File: src/rtl/sort_stream_bist.sv
// Built-in self-test for the byte-stream sorter: sends one N-byte frame,
// then checks the returned stream for length, non-decreasing order and checksum.
module sort_stream_bist #(
    parameter int          N        = 16,
    parameter int          TIMEOUT  = 1024,
    parameter logic [15:0] DEF_SEED = 16'hACE1
) (
    input  logic        clk,
    input  logic        rst,
    input  logic        start,
    input  logic        mode,
    input  logic [15:0] seed,
    output logic        core_in_valid,
    output logic [7:0]  core_in_data,
    input  logic        core_out_valid,
    input  logic [7:0]  core_out_data,
    output logic        busy,
    output logic        done,
    output logic        pass,
    output logic [2:0]  err_code
);

    typedef enum logic [2:0] {S_IDLE, S_SEND, S_WAIT, S_RECV, S_DONE} state_t;

    localparam int            TW     = $clog2(TIMEOUT + 1);
    localparam logic [7:0]    N8     = 8'(N);
    localparam logic [7:0]    N_LAST = 8'(N - 1);
    localparam logic [TW-1:0] T_LAST = TW'(TIMEOUT - 1);
    localparam logic [TW-1:0] T_ONE  = TW'(1);

    state_t        state, state_nxt;
    logic          mode_r;
    logic [15:0]   lfsr, seed_eff;
    logic [7:0]    send_idx, rx_cnt, prev;
    logic [15:0]   tx_sum, rx_sum, rx_sum_nxt;
    logic [TW-1:0] tmo_cnt;
    logic [2:0]    err, err_new;
    logic          accept_start, take, last_rx, tmo_hit;

    // Fibonacci taps 16,14,13,11; shift left, feedback into bit 0
    function automatic logic [15:0] lfsr_step(input logic [15:0] l);
        return {l[14:0], l[15] ^ l[13] ^ l[12] ^ l[10]};
    endfunction

    assign seed_eff     = (seed == 16'd0) ? DEF_SEED : seed;
    assign accept_start = start && (state == S_IDLE || state == S_DONE);
    assign take         = core_out_valid && (state == S_WAIT || state == S_RECV);
    assign last_rx      = take && (rx_cnt == N_LAST);
    assign tmo_hit      = (state == S_WAIT || state == S_RECV) && !core_out_valid
                          && (tmo_cnt == T_LAST);
    assign rx_sum_nxt   = rx_sum + {8'd0, core_out_data};

    always_comb begin
        state_nxt = state;
        err_new   = 3'd0;
        case (state)
            S_IDLE: if (start) state_nxt = S_SEND;
            S_SEND: begin
                if (core_out_valid) err_new = 3'd2;
                if (send_idx == N8) state_nxt = S_WAIT;
            end
            S_WAIT: begin
                if (core_out_valid) begin
                    state_nxt = S_RECV;
                end else if (tmo_hit) begin
                    err_new   = 3'd4;
                    state_nxt = S_DONE;
                end
            end
            S_RECV: begin
                if (core_out_valid) begin
                    // order outranks checksum when both hit on the last byte
                    if (core_out_data < prev)
                        err_new = 3'd1;
                    else if (last_rx && rx_sum_nxt != tx_sum)
                        err_new = 3'd3;
                    if (last_rx) state_nxt = S_DONE;
                end else if (tmo_hit) begin
                    err_new   = 3'd4;
                    state_nxt = S_DONE;
                end
            end
            S_DONE: begin
                if (start)
                    state_nxt = S_SEND;
                else if (core_out_valid)
                    err_new = 3'd2;
            end
            default: state_nxt = S_IDLE;
        endcase
    end

    always_ff @(posedge clk) begin
        if (rst) begin
            state         <= S_IDLE;
            mode_r        <= 1'b0;
            lfsr          <= 16'd0;
            send_idx      <= 8'd0;
            rx_cnt        <= 8'd0;
            prev          <= 8'd0;
            tx_sum        <= 16'd0;
            rx_sum        <= 16'd0;
            tmo_cnt       <= '0;
            err           <= 3'd0;
            core_in_valid <= 1'b0;
            core_in_data  <= 8'd0;
        end else begin
            state <= state_nxt;
            if (err == 3'd0 && err_new != 3'd0) err <= err_new;
            if (core_in_valid) tx_sum <= tx_sum + {8'd0, core_in_data};

            if (take) begin
                rx_cnt  <= rx_cnt + 8'd1;
                rx_sum  <= rx_sum_nxt;
                prev    <= core_out_data;
                tmo_cnt <= '0;
            end else if (state == S_WAIT || state == S_RECV) begin
                tmo_cnt <= tmo_cnt + T_ONE;
            end

            if (accept_start) begin
                // byte 0 goes out on the cycle right after start
                mode_r        <= mode;
                core_in_valid <= 1'b1;
                core_in_data  <= mode ? N_LAST : seed_eff[7:0];
                lfsr          <= lfsr_step(seed_eff);
                send_idx      <= 8'd1;
                tx_sum        <= 16'd0;
                rx_sum        <= 16'd0;
                rx_cnt        <= 8'd0;
                prev          <= 8'd0;
                tmo_cnt       <= '0;
                err           <= 3'd0;
            end else if (state == S_SEND) begin
                if (send_idx == N8) begin
                    core_in_valid <= 1'b0;
                    core_in_data  <= 8'd0;
                end else begin
                    core_in_valid <= 1'b1;
                    core_in_data  <= mode_r ? (N_LAST - send_idx) : lfsr[7:0];
                    lfsr          <= lfsr_step(lfsr);
                    send_idx      <= send_idx + 8'd1;
                end
            end
        end
    end

    assign busy     = (state == S_SEND) || (state == S_WAIT) || (state == S_RECV);
    assign done     = (state == S_DONE);
    assign pass     = done && (err == 3'd0);
    assign err_code = err;

endmodule
File: config.mk
export PLATFORM = sky130hd
export DESIGN_NAME = sort_stream_bist
export DESIGN_NICKNAME = d
export VERILOG_FILES = /design/src/rtl/sort_stream_bist.sv
export SDC_FILE = /design/constraint.sdc
export NUM_CORES = 1
export LEC_CHECK = 0
export CELL_PAD_IN_SITES_DETAIL_PLACEMENT = 1
export CELL_PAD_IN_SITES_GLOBAL_PLACEMENT = 2
export CORE_ASPECT_RATIO = 1.5
export CORE_UTILIZATION = 38
export CTS_CLUSTER_DIAMETER = 30
export CTS_CLUSTER_SIZE = 25
export DETAILED_ROUTE_END_ITERATION = 10
export PLACE_DENSITY_LB_ADDON = 0.15
export SETUP_SLACK_MARGIN = 0.3
export SYNTH_ARGS = -nofsm -noshare
export SYNTH_HDL_FRONTEND = slang
export SYNTH_SLANG_ARGS = --single-unit
File: constraint.sdc
create_clock -name clk -period 5.73 [get_ports clk]
set_clock_uncertainty 0.05 [all_clocks]
set_input_delay 1.146 -clock clk [delete_from_list [all_inputs] [get_ports clk]]
set_output_delay 1.146 -clock clk [all_outputs]
set_load 0.02 [all_outputs]
Figure 1. Congestion heat map (run 1).
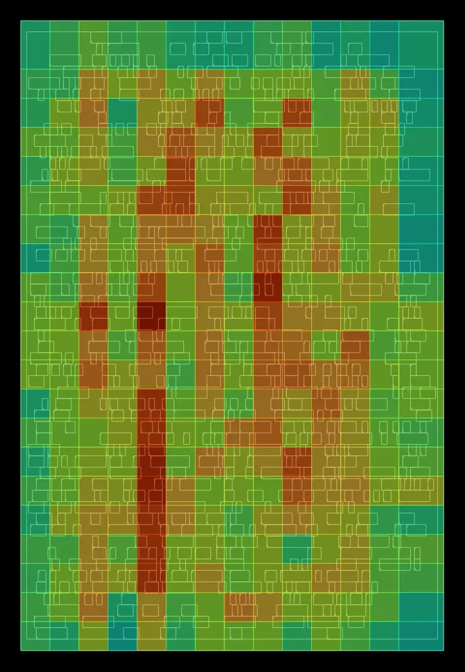
met3 usage in global routing: 2.76%
overall global routing resource usage: 20.1%
detailed-route wire length per cell: 15.7 um

Figure 2. Wiring by layer (run 1).
Scale bar: 20 um. Only two layers are drawn.
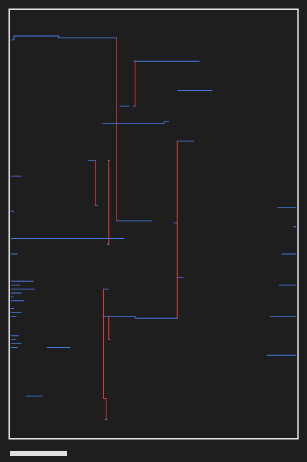
- met4: red (wire length 241 um)
- met3: blue (wire length 292 um)
via total after detailed routing: 4,879
aggregate routed wire length: 14,300 um

Figure 3. Gate-type map (run 1).
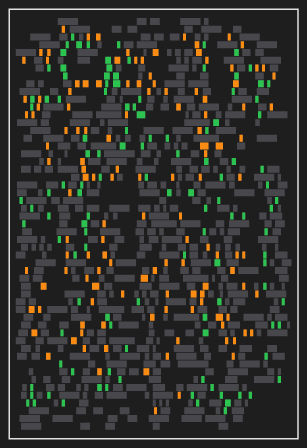
- NOR gates: orange (cells 129; where widely spread)
- NAND gates: green (cells 117; where widely spread)
non-filler cells in the finished layout: 911
share of the final layout cell area in multi-input gates: 51.8%
most used logic cell in the final layout: sky130_fd_sc_hd__dfxtp_1

==> run 1: cell families (layout without fill, tap and decap cells) <==
logic type | Yosys count | count (layout)
adders and majority gates | 32 | 32
and+or+nand+nor | 272 | 272
DFF | 99 | 99
muxes | 18 | 18
xor gates and xnor gates | 67 | 67
buffers and inverters | 56 | 88
AOI/OAI and AO/OA | 143 | 143
==> run 1: how the worst min path moves through the flow <==
stage,from,endpoint,cells past startpoint
after CTS,prev[6],prev[6],2
after global placement,prev[3],prev[3],2
after global routing,rx_sum[6],rx_sum[6],2
after floorplan,rx_sum[6],rx_sum[6],2
after detailed placement,prev[6],prev[6],2
final,prev[0],prev[0],2
==> run notes, run 1 <==
Results of the full flow below.

Placed design:
- The run gives the global placement routability congestion as between 0.7 and 0.8.
- The run gives the sum of net half-perimeters after detailed placement as approximately 11,000 um.
- The run gives the instance area at placement as a little over 0.006 mm^2.

Final layout:
- In the final layout, the registers with the most flip-flops are lfsr (16), rx_sum (16), tx_sum (16).
- The run gives the final standard cell utilization of the core as between 40 and 50%.
- The run gives the clock buffer instance count of the final layout as 10.

Synth:
- The run gives the total of flip-flops plus latches after synthesis as roughly 99.
- In this run, distinct cell masters in the synthesized netlist total approximately 55.
- The run gives the yosys synthesis warning count as 0.
- For this run, the chip area from Yosys synthesis comes to between 0.005 and 0.006 mm^2.
- The run puts the number of flops mapped to enable cells by yosys at 0.
- The biggest area contributor in the post-synthesis netlist is sky130_fd_sc_hd__dfxtp_1.
- The run gives the arithmetic-cell share of the synthesized area counting full adders, half adders and majority gates as under 10%.

Setup path:
- The run gives the critical path class as in2reg.
- The run puts the worst reg-to-reg setup slack at around 2.6 ns.
- The run gives the combined buffer and inverter count along the critical path as 1.
- The run puts the critical path data arrival time at between 4 and 5 ns.

Global route:
- The run puts the wire length of the first global-routing pass at 23,900 um.
- The run puts the met1 usage in global routing at between 20% and 30%.
- The run gives the number of global-route vias before repair as between 5k and 6k.

Route:
- Per the detail_route log, met3 wirelength is 292 um.

CTS:
- The run puts the total CTS buffers at 9.
- Looking at the clock tree report, the H-tree level count equals 3.

Final timing:
- Pins over their slew limit in the final report were tallied at 0.
- The run gives the post-route setup TNS as 0 ns.
- The run puts the fmax at between 200 and 250 MHz.

Pwr:
- The run gives the power in combinational cells as 182 uW.
- Overall power consumption after layout is estimated at about 1600 uW.
- The clock network consumes a total of about 660 uW.
- Across the VDD grid, the largest voltage drop is 119 uV.

Floorplanning:
- In this run the standard cell core region covers 0.0141 mm^2.

Status:
- The flow ran to the end, and the final reports show no timing, DRC or antenna violations.
==> run 2, diff against run 1 <==
--- a/config.mk
+++ b/config.mk
@@ -8,7 +8,7 @@
 export CELL_PAD_IN_SITES_DETAIL_PLACEMENT = 1
 export CELL_PAD_IN_SITES_GLOBAL_PLACEMENT = 2
 export CORE_ASPECT_RATIO = 1.5
-export CORE_UTILIZATION = 38
+export CORE_UTILIZATION = 35
 export CTS_CLUSTER_DIAMETER = 30
 export CTS_CLUSTER_SIZE = 25
 export DETAILED_ROUTE_END_ITERATION = 10
==> constraint.sdc (replaced) <==
create_clock -name clk -period 4.3 [get_ports clk]
set_clock_uncertainty 0.05 [all_clocks]
set_input_delay 0.86 -clock clk [delete_from_list [all_inputs] [get_ports clk]]
set_output_delay 0.86 -clock clk [all_outputs]
set_load 0.02 [all_outputs]
Figure 4. Placed cells, one color a class (run 2).
Scale bar: 20 um.
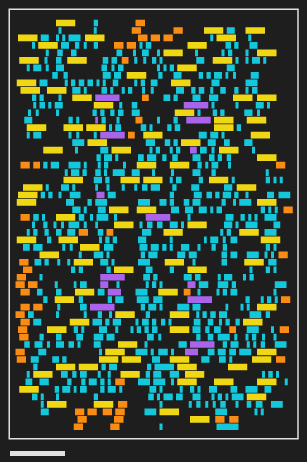
- all other logic: cyan (cells 558; share of their area 55%)
- other buffers and delay cells: orange (cells 51; share of their area 7.9%)
- clock drivers and dummy loads: purple (cells 16; share of their area 4.7%)
- flip-flops: yellow (cells 99; share of their area 32%)

==> run 2 against run 1 <==
Against the previous run:
- via count hardly changed
- critical path type unchanged
- clock-buffer cell count is 2 higher
- global-route usage is 0.87 points lower
- non-clock buffer count is 5 higher
- sequential share of layout area is 0.13 points lower
- critical path depth is 1 higher
- core utilization is 3.3 points lower
- final cell count is 1.3% higher
- hold slack worse by 0.0015 ns
- die area is 8.4% higher
- combinational power is 35% higher
==> run notes, run 2 <==
Results of the full flow below.

CTS:
- The H-tree was split into 3 levels.

Hold path:
- In this run the most critical hold path is launched from prev[6].
- The run puts the number of instances on the worst hold path at 2.
- The worst hold path terminates at prev[6].

Global route:
- The run puts the wire length of the first global-routing pass at between 20,000 and 30,000 um.
- The run puts the global routing met3 resource utilization at 2.59%.

Route:
- The run puts the final wirelength at roughly 14,000 um.
- Per the detail_route report, the via count comes to 4,876.
- For this sky-water flow run, the detailed-routed wirelength per cell is reported as about 16 um.

Final layout:
- Leaving out fill and tap cells, the most frequent cell in the layout is sky130_fd_sc_hd__dfxtp_1.
- Once layout is complete, the utilization of the core stands at a little over two fifths.
- The registers reported with the highest flop counts are lfsr (16), rx_sum (16), tx_sum (16).

Final timing:
- For the final routed database, the setup TNS stands at 0 ns.
- The run gives the fmax as 264 MHz.
- The final timing report lists a max-slew violation count of 0.

Pwr:
- In this run the VDD rail shows a maximum IR drop of between 150 and 200 uV.
- Summing internal, switching and leakage power gives 2020 uW.
- Combinational cells consume a total of roughly 250 uW.

Status:
- The flow ran to the end, and the final reports show no timing, DRC or antenna violations.

Synth:
- The run gives the yosys synthesis warning count as 0.
- Of the total synthesized cell area, the portion taken by full adders, half adders and majority gates is 7.54%.
- The run gives the unique cell type count in the Yosys netlist as between 50 and 60.
- Sorting the Yosys area breakdown by cell type puts at the top sky130_fd_sc_hd__dfxtp_1.
- The run gives the number of flops mapped to enable cells by yosys as 0.
- The run puts the yosys synthesis chip area at 0.00551 mm^2.

Setup path:
- The run puts the combined buffer and inverter count along the critical path at 2.
- In the setup report, the worst path falls into the class in2reg.

Placed design:
- The run gives the instance area at placement as between 0.006 and 0.007 mm^2.

Floorplanning:
- According to the floorplan report, the placeable core area is ~0.015 mm^2.
[run 2: cell counts after synthesis]
Identical to the previous run, type by type.
[run 2: worst max path at each step]
stage / start / end
2_1_floorplan: core_out_data[0] / err_code[1]
3_3_place_gp: core_out_data[0] / err_code[1]
3_5_place_dp: core_out_data[0] / err_code[1]
4_1_cts: core_out_data[0] / err_code[1]
5_1_grt: core_out_data[0] / err_code[1]
6_report: core_out_data[0] / err_code[1]
[run 2: final cells by class]
type	instances	area, um^2
Clock inverter	4	33.8
Inverter	26	97.6
Timing Repair Buffer	51	490
Multi-Input combinational cell	532	3330
Sequential cell	99	1980
Fill cell	1853	8770
Clock buffer	12	256
Tap cell	199	249
[run 2: tightest hold or removal path: cells and delay by family, from the launching register on]
family | cells | cell delay, ns
simple gates | 1 | 0.05
compound gates | 1 | 0.05
flops | 1 | 0.31
Power figures rest on the tool's default switching activity, not on a simulated workload.
